Figure 1. I/O pins on the die edge.
Pins as bars across the die edge, other pins in grey.
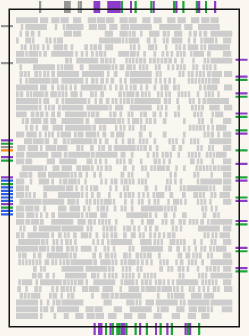
Figure 2. Logic cells by family.
Bar = 20 um.
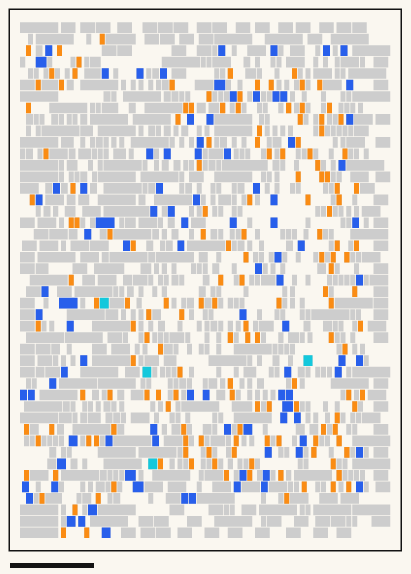
Figure 3. Where the registers sit.
Other sequential cells in the stronger grey, the rest of the logic in the fainter grey.
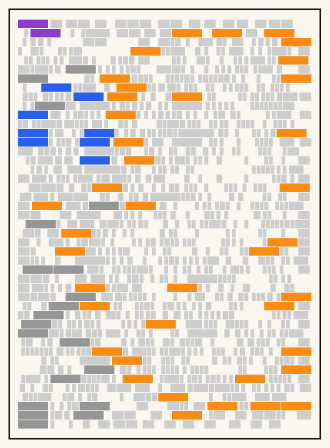
Figure 4. Wiring by layer.
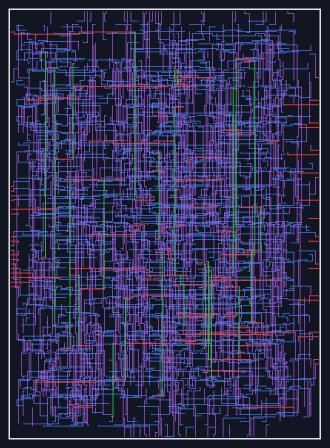
`src/rtl/mult_accum_stage.sv`:
```
// Dot-product accumulator placed after a fixed-latency 16x16 multiplier wrapper.
// Optional build macro MULT_ACC_SAT_EN: saturate the accumulator on overflow instead of wrapping.
module mult_accum_stage #(
  parameter int PROD_W = 32,
  parameter int ACC_W  = 40,
  parameter int LAT    = 2,
  parameter int LEN_W  = 8
) (
  input  logic              clk,
  input  logic              rst,
  input  logic              start,
  input  logic [LEN_W-1:0]  len,
  output logic              op_ready,
  input  logic              op_valid,
  input  logic [PROD_W-1:0] product,
  output logic              busy,
  output logic              res_valid,
  input  logic              res_ready,
  output logic [ACC_W-1:0]  result,
  output logic              overflow,
  output logic              drop_err
);

  typedef enum logic [1:0] {S_IDLE, S_ACCUM, S_DONE} state_t;

  state_t             state_q, state_d;
  logic [LEN_W-1:0]   len_q, len_d;
  logic [LEN_W-1:0]   issued_q, issued_d;
  logic [LEN_W-1:0]   retired_q, retired_d;
  logic [ACC_W-1:0]   acc_q, acc_d;
  logic               ovf_q, ovf_d;
  logic               drop_q, drop_d;
  logic [LAT-1:0]     vld_q, vld_d;
  logic [LAT:0]       vld_ext;
  logic [ACC_W:0]     sum;
  logic               issue;
  logic               tap;

  // Returns {carry, next accumulator}; the carry bit doubles as the overflow flag.
  function automatic logic [ACC_W:0] acc_add(input logic [ACC_W-1:0]  acc,
                                             input logic [PROD_W-1:0] prod);
    logic [ACC_W:0] s;
    s = {1'b0, acc} + {{(ACC_W+1-PROD_W){1'b0}}, prod};
`ifdef MULT_ACC_SAT_EN
    if (s[ACC_W]) s = {1'b1, {ACC_W{1'b1}}};
`endif
    return s;
  endfunction

  assign op_ready  = (state_q == S_ACCUM) && (issued_q < len_q);
  assign issue     = op_valid & op_ready;
  assign tap       = vld_q[LAT-1];
  assign busy      = (state_q != S_IDLE);
  assign res_valid = (state_q == S_DONE);
  assign result    = acc_q;
  assign overflow  = ovf_q;
  assign drop_err  = drop_q;

  always_comb begin
    state_d   = state_q;
    len_d     = len_q;
    issued_d  = issued_q;
    retired_d = retired_q;
    acc_d     = acc_q;
    ovf_d     = ovf_q;
    drop_d    = drop_q;
    sum       = '0;
    // The delay line mirrors the wrapper latency; its tail marks a tracked product.
    vld_ext   = {vld_q, issue};
    vld_d     = vld_ext[LAT-1:0];

    case (state_q)
      S_IDLE: begin
        if (start) begin
          len_d     = len;
          issued_d  = '0;
          retired_d = '0;
          acc_d     = '0;
          ovf_d     = 1'b0;
          drop_d    = 1'b0;
          state_d   = (len == '0) ? S_DONE : S_ACCUM;
        end
      end
      S_ACCUM: begin
        if (issue) issued_d = issued_q + 1'b1;
        if (tap) begin
          sum       = acc_add(acc_q, product);
          acc_d     = sum[ACC_W-1:0];
          ovf_d     = ovf_q | sum[ACC_W];
          retired_d = retired_q + 1'b1;
          if (retired_d == len_q) state_d = S_DONE;
        end
      end
      S_DONE: begin
        if (res_ready) state_d = S_IDLE;
      end
      default: state_d = S_IDLE;
    endcase

    if (tap && (state_q != S_ACCUM)) drop_d = 1'b1;
  end

  always_ff @(posedge clk or posedge rst) begin
    if (rst) begin
      state_q   <= S_IDLE;
      len_q     <= '0;
      issued_q  <= '0;
      retired_q <= '0;
      acc_q     <= '0;
      ovf_q     <= 1'b0;
      drop_q    <= 1'b0;
      vld_q     <= '0;
    end else begin
      state_q   <= state_d;
      len_q     <= len_d;
      issued_q  <= issued_d;
      retired_q <= retired_d;
      acc_q     <= acc_d;
      ovf_q     <= ovf_d;
      drop_q    <= drop_d;
      vld_q     <= vld_d;
    end
  end

endmodule

```
`config.mk`:
```
export PLATFORM = sky130hd
export DESIGN_NAME = mult_accum_stage
export DESIGN_NICKNAME = d
export VERILOG_FILES = /design/src/rtl/mult_accum_stage.sv
export SDC_FILE = /design/constraint.sdc
export NUM_CORES = 1
export LEC_CHECK = 0
export ABC_AREA = 1
export CAP_MARGIN = 10
export CORE_ASPECT_RATIO = 1.4
export CORE_MARGIN = 2
export CORE_UTILIZATION = 56
export CTS_BUF_LIST = sky130_fd_sc_hd__clkbuf_8 sky130_fd_sc_hd__clkbuf_16
export DETAILED_ROUTE_END_ITERATION = 16
export PLACE_DENSITY = 0.79
export SYNTH_ARGS = -nofsm -noshare
export SYNTH_HDL_FRONTEND = slang
export SYNTH_SLANG_ARGS = --single-unit
```
`constraint.sdc`:
```
create_clock -name clk -period 2.8 [get_ports clk]
set_input_delay 0.28 -clock clk [delete_from_list [all_inputs] [get_ports clk]]
set_output_delay 0.28 -clock clk [all_outputs]
set_load 0.01 [all_outputs]
```
==> flow_summary.yaml <==
# physical design summary
clock_tree:
  hold_buffers: 0
  clock_latency_ns: 0.34
  cts_buffers: 9
  post_cts_resized: 0
  post_cts_buffers: 0
  cts.sinks: 70
  cts-root-buf: "clkbuf_16"
  tritoncts: "yes"
  cts.htree.levels: 3
logic_synthesis:
  synth-edff-count: 0
  synth_area_um2: 6140
  syn_inst: 1008
  most_common_cell: "nand2_1"
  ys.flop_type: "dfrtp_1"
  avgSynthCellArea_um2: 6.09
  synth-seq-cells: 70
  common_cells: "nand2_1 (409), inv_1 (152), nor2_1 (99)"
  ys_seq_share_pct: 28.5
  yosysCellCount: 1008
  topCellsByArea: "dfrtp_1 (29%), nand2_1 (25%), inv_1 (9.3%), ha_1 (8.4%), nor2_1 (6.0%)"
  synth_async_sr_flop_share_pct: 100
  yosys_area_um2: 6140
layout:
  synthToLayoutAreaGrowth_pct: 22.6
  fin_nets: 1189
  seq_cells: 70
  comb_cells: 772
  inv_count: 154
  signal_buffers: 95
  layout-drive-gt1-share_pct: 5.06
  largest_register_ffs: 40
  comb_area_um2: 3760
  mostFrequentLayoutCells: "nand2_1 (409), inv_1 (151), nor2_1 (99), clkdlybuf4s50_1 (89), dfrtp_1 (70)"
  fillerInstances: 1016
  comb_area_share_pct: 49.9
  clk_share_pct: 4.27
  final_cells: 1247
critical_path:
  cp-startpoint: "len_q[5]"
  path_max_fanout: 3
  arrival_ns: 2.27
  crit_end: "op_ready"
  cp-end-kind: "primary output"
  worstSetupPathType: "reg -> out"
  reg2reg_depth: 10
  start_kind: "flop"
  critPathRequiredTime_ns: 2.52
  r2r-end: "result[37]"
  r2r_start: "result[28]"
timing:
  finalClockPeriodUsage_pct: 91.1
  rsz0062_at_grt: "no"
  timing.fmax_mhz: 392
  whs_ns: 0.342
  slew_headroom_pct: 63.4
  final-setup-viol-count: 0
  drv_slew: 0
  setup_tns_ns: 0
pwr:
  power_frac_clock_pct: 14.7
  maxPowerGroup: "combinational logic"
  p_comb_share_pct: 63.4
  pg_comb_w: 0.00551
  p_clk_w: 0.00128
  internal_power_w: 0.00433
  p_sw_w: 0.00437
  ir_worst_vdd_mv: 0.788
  powerDensity_nw_per_um2: 1160
  seqPwrFrac_pct: 21.9
  p_sw_share_pct: 50.3
drt:
  met3_length_um: 763
  wirelength_met1_mm: 7.17
  drtIter0Drc: 307
  route.detailed.drc: 0
  ant_nets: 0
  highest_layer: "met4"
  wl_per_cell_um: 14.6
  drtPass1Iterations: 5
grt:
  grt.busiest_layer: "met2"
  grt_usage_pct: 31.6
  use_met3_pct: 4.29
  grt_pass1_vias: 6306
  grt_util_met2_pct: 59.2
  antenna_found_initial: 0
  use_met1_pct: 34.7
floorplanning:
  nWellTaps: 141
  coreArea_um2: 10800
  dieArea_um2: 11800
  fp_util_pct: 57.1
  pin_count: 90
placement:
  place_congestion: 0.945
  post_dp_cell_area_um2: 7210
  dp_hpwl_mm: 14.4
flow_run:
  warning_count: 26
  cap_violations: 0
worst_hold_path:
  hold_path.class: "in -> async"
outcome:
  status: "finished, final reports clean"
-- Figure 1 (at the start) --
| port | colour | pins | direction | edge |
|---|---|---|---|---|
| len | blue | 8 | input | west |
| result | purple | 40 | output | 14 north, 11 south, 11 east, 4 west |
| product | green | 32 | input | 11 south, 10 east, 7 north, 4 west |
| op_ready | orange | 1 | output | west |
die width: 92.5 um
port bufs: 89
die height: 128 um

-- Figure 2 (at the start) --
| family | colour | cells |
|---|---|---|
| inv cells | orange | 154 |
| and/or cells | cyan | 4 |
| aoi and oai cells | blue | 96 |

-- Figure 3 (at the start) --
| name in the netlist | colour | flops |
|---|---|---|
| state_q | purple | 2 |
| result | orange | 40 |
| issued_q | blue | 8 |
not coloured: 20
fraction of area in registers: 23.3%
Sequential Area: 1750 um2
sequential group power: 0.00191 W
final core utilization: 70.1%

-- Figure 4 (at the start) --
| layer | colour | wire length |
|---|---|---|
| metal 3 | red | 764 um |
| metal 1 | blue | 7170 um |
| metal 2 | purple | 9450 um |
| metal 4 | green | 821 um |
Routed Wire Length: 18.2 mm
DR vias: 6588

-- worst max-delay path: stages (launching register included) --
cell	delay, ns
dfrtp_1	0.38
inv_1	0.14
ha_1	0.26
a21oi_1	0.15
nor2_1	0.06
a211oi_2	0.22
nand2_1	0.09
nor2_1	0.09
clkdlybuf4s50_1	0.54
-- stage by stage --
stage	utilization (%)	setup slack, ns
6_report	70.1	0.250
5_1_grt	70.1	0.112
4_1_cts	70.1	0.240
3_5_place_dp	67.1	0.285
3_3_place_gp	67.1	0.297
2_1_floorplan	-	0.752
-- logic make-up after synthesis --
| kind of cell | share of synthesized area, % |
|---|---|
| AND-OR/OR-AND | 9.00 |
| XOR/XNOR | 1.28 |
| adder cells (fa/ha/maj) | 8.68 |
| buffers and inverters | 10.3 |
| flip-flops | 28.5 |
| AND/OR/NAND/NOR | 42.2 |
No activity file was given, so power comes from the tool's default toggle rates.
